clock_nets.png
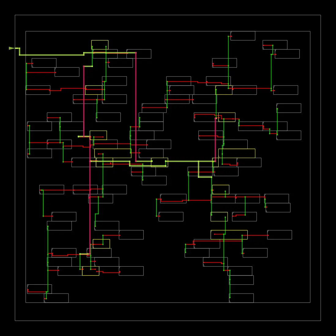
layers.png
Drawn at 3 px/um.
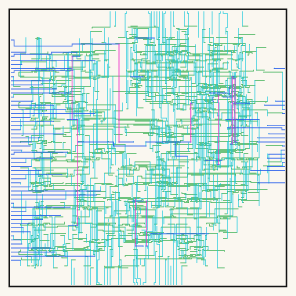
pinout.png
Drawn at 4 px/um. Pins as bars across the die edge, other pins in gray.
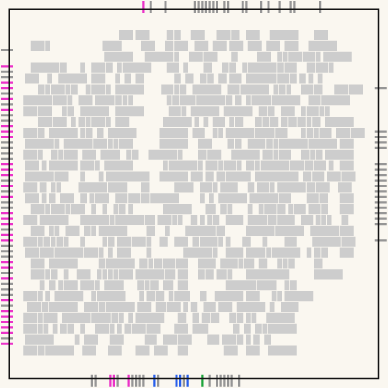
class_map.png
Drawn at 3 px/um.
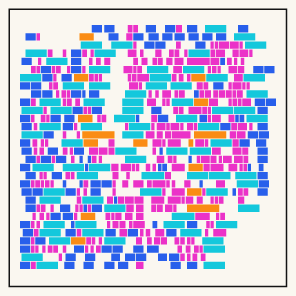
==> config.mk <==
export PLATFORM = sky130hd
export DESIGN_NAME = branch_fetch_ctrl
export DESIGN_NICKNAME = d
export VERILOG_FILES = /design/src/rtl/branch_fetch_ctrl.sv
export SDC_FILE = /design/constraint.sdc
export NUM_CORES = 1
export LEC_CHECK = 0
export CORE_MARGIN = 3
export CORE_UTILIZATION = 45
export CTS_BUF_LIST = sky130_fd_sc_hd__clkbuf_8
export DETAILED_ROUTE_END_ITERATION = 7
export GPL_TIMING_DRIVEN = 0
export PLACE_DENSITY = 0.8
export SYNTH_ARGS = -nofsm -noshare
export SYNTH_HDL_FRONTEND = slang
export SYNTH_SLANG_ARGS = --single-unit
==> constraint.sdc <==
create_clock -name clk -period 2.1 [get_ports clk]
set_input_delay 0.42 -clock clk [delete_from_list [all_inputs] [get_ports clk]]
set_output_delay 0.42 -clock clk [all_outputs]
set_load 0.02 [all_outputs]
==> ci_impl_report.md <==
## Synthesis and layout report

| Metric | Value |
|---|---|
| Status | `complete, but fails checks` |
| Violated checks | `negative setup slack` |
| Switch share | `30.7%` |
| Critical Path AT | `1.72 ns` |
| H-tree levels | `3` |
| Hold WS | `0.452 ns` |
| Worst EP required | `1.68 ns` |
| Yosys cell count | `407` |
| Final Cycle Share | `102%` |
| Static leakage | `1.64 nW` |
| Min setup slack post-route | `-0.0441 ns` |
| Synth Register Bits | `77` |
| First-pass GRT wire length | `14,800 um` |
| Maximum capacitance violations | `0` |
| First-pass DRT Iterations | `5` |
| RSZ-0062 raised after global routing | `true` |
| Die ar. | `0.00845 mm2` |
| Mapped Nets | `456` |
| Die W | `91.9 um` |
| Syn Area/Cell | `8.17 um2` |
| Post-synthesis cell count | `407` |
| Ports | `115` |
| # setup viols final | `2` |
| Final hold viol count | `0` |
| Layout cells sized above 1 | `6.17%` |
| Sequential cell area | `0.00154 mm2` |
| Synth area leader | `dfxtp_1` |
| # nets final | `580` |
| Hold-critical path depth | `1` |
| Max Slew Vio Count | `0` |
| Final ANT Viol Nets | `0` |
| Synth Seq Share | `46.4%` |
| Congestion Overflow GR | `0` |
| Largest net degree at the start of global routing | `13` |
| Max Clock Freq | `466 MHz` |
| Pre-CTS setup slack | `-0.403 ns` |
| DP HPWL | `6890 um` |
| Switching pwr | `0.00132 W` |
| Xor/xnor share | `7.12%` |
| Crit. End Element | `output port` |
| Clk pin slew, worst setup/hold paths | `0.07 ns` |
| Min Clock Period, post-route | `2.14 ns` |
| Drt via density | `5.17` |
| Total tool warning count | `32` |
## Picture notes: clock_nets.png
skew final: 0.00566 ns
CLK BUF: 11

## Picture notes: layers.png
[M3] blue | wire length: 871 um
[M2] cyan | wire length: 4,530 um
[M1] green | wire length: 3,690 um
[M4] magenta | wire length: 199 um
DRT Wirelength: 9290 um
GRT Util Overall: 21.9%
detailed-route via count: 3,261
drt wl/cell: 14.7 um

## Picture notes: pinout.png
[flags] blue | pins: 4 | direction: output | edge: bottom
[BrTaken] green | pins: 1 | direction: output | edge: bottom
[imem_rdata] magenta | pins: 32 | direction: input | edge: 28 left, 3 bottom, 1 top
all pins by edge: 53 left, 24 bottom, 20 top, 18 right
Die Y: 91.9 um
port buffer count: 113

## Picture notes: class_map.png
[clock drivers and dummy loads] orange | cells: 15 | share of their area: 5.2%
[registers] cyan | cells: 77 | share of their area: 33%
[remaining buffers and delay cells] blue | cells: 135 | share of their area: 26%
[remaining logic cells] magenta | cells: 308 | share of their area: 36%
num rows: 30
core region area: 0.00698 mm2
Seq area share: 31.9%
final core occ: 69.4%
Final Cell Area: 0.00485 mm2

-- final cells by class --
type / instances / area share (%)
multi-input combinational: 296 / 34.7
buffer: 21 / 1.73
timing repair buffer: 114 / 23.3
inverter: 12 / 0.930
clock inverter: 4 / 1.96
tap: 96 / 2.48
sequential: 77 / 31.9
clock buffer: 11 / 3.12
-- metal layers --
metal / up-vias / track usage [%] / wire length (um)
met5: - / 0 / 0
met4: 0 / 9.16 / 199
met3: 19 / 8.45 / 871
met2: 112 / 37.8 / 4530
met1: 1504 / 23.9 / 3690
li1: 1626 / - / -
-- stage by stage --
step,TNS [ns],cells,total power (W)
final,-0.0631,631,0.00431
after global routing,-0.150,631,0.00452
after CTS,-0.131,632,0.00433
after detailed placement,-5.30,616,0.00298
after global placement,-4.23,616,0.00294
after floorplan,0,407,0.00246
-- kinds of logic after synthesis --
| group | after synthesis |
|---|---|
| flip-flops | 77 |
| adder cells (fa/ha/maj) | 7 |
| XOR/XNOR | 27 |
| AND/OR/NAND/NOR | 198 |
| multiplexers | 2 |
| AND-OR/OR-AND | 62 |
| buffers and inverters | 34 |
-- power by group through the flow --
stage          clock, W  sequential [W]  combinational [W]
5_1_grt         0.00143         0.00178            0.00131
3_5_place_dp          0         0.00179            0.00119
4_1_cts         0.00138         0.00176            0.00119
2_1_floorplan         0         0.00191           0.000555
3_3_place_gp          0         0.00178            0.00116
6_report        0.00136         0.00176            0.00119
-- Yosys cell counts, drive strengths merged --
library cell	number
inv	12
o21ai	7
a31oi	1
nor2b	5
a211oi	2
or4	1
nor2	36
a311oi	2
nor4	14
mux2i	2
xor2	4
a22oi	1
nand2b	5
nand4b	1
and4	4
o211ai	1
clkbuf	19
o41a	1
a21o	2
nor3b	2
nor3	11
a21oi	43
and2	3
o31ai	1
or2	1
nand2	82
or3b	1
nor4b	1
nand3	14
ha	7
xnor2	23
or3	8
buf	3
and3	2
o2111ai	1
nand4	7
dfxtp	77
-- cell usage in the layout, fill, tap and decap left out, types with 3 or more instances in the layout --
cell and instances:
a21oi_1 43, and2_1 3, and4_1 3, buf_2 3, bufinv_16 3, clkbuf_1 16
clkbuf_2 3, clkbuf_8 11, clkdlybuf4s50_1 108, dfxtp_1 75, ha_1 7, inv_1 12
nand2_1 82, nand2b_1 5, nand3_1 12, nand4_1 6, nor2_1 36, nor2b_1 4
nor3_1 11, nor4_1 12, o21ai_0 7, or3_1 8, xnor2_1 23, xor2_1 4
-- critical path, stage by stage --
cell	delay (ns)
clkdlybuf4s50_1	0.51
nand2b_1	0.24
nor3_1	0.25
clkdlybuf4s15_2	0.30
-- timing repair --
action,in CTS,in global routing
endpoints found under the setup margin,16,15
buffers inserted,1,0
cloned,0,0
resized,13,9
pin swaps,1,0
Power is estimated from default activity; no workload was simulated.
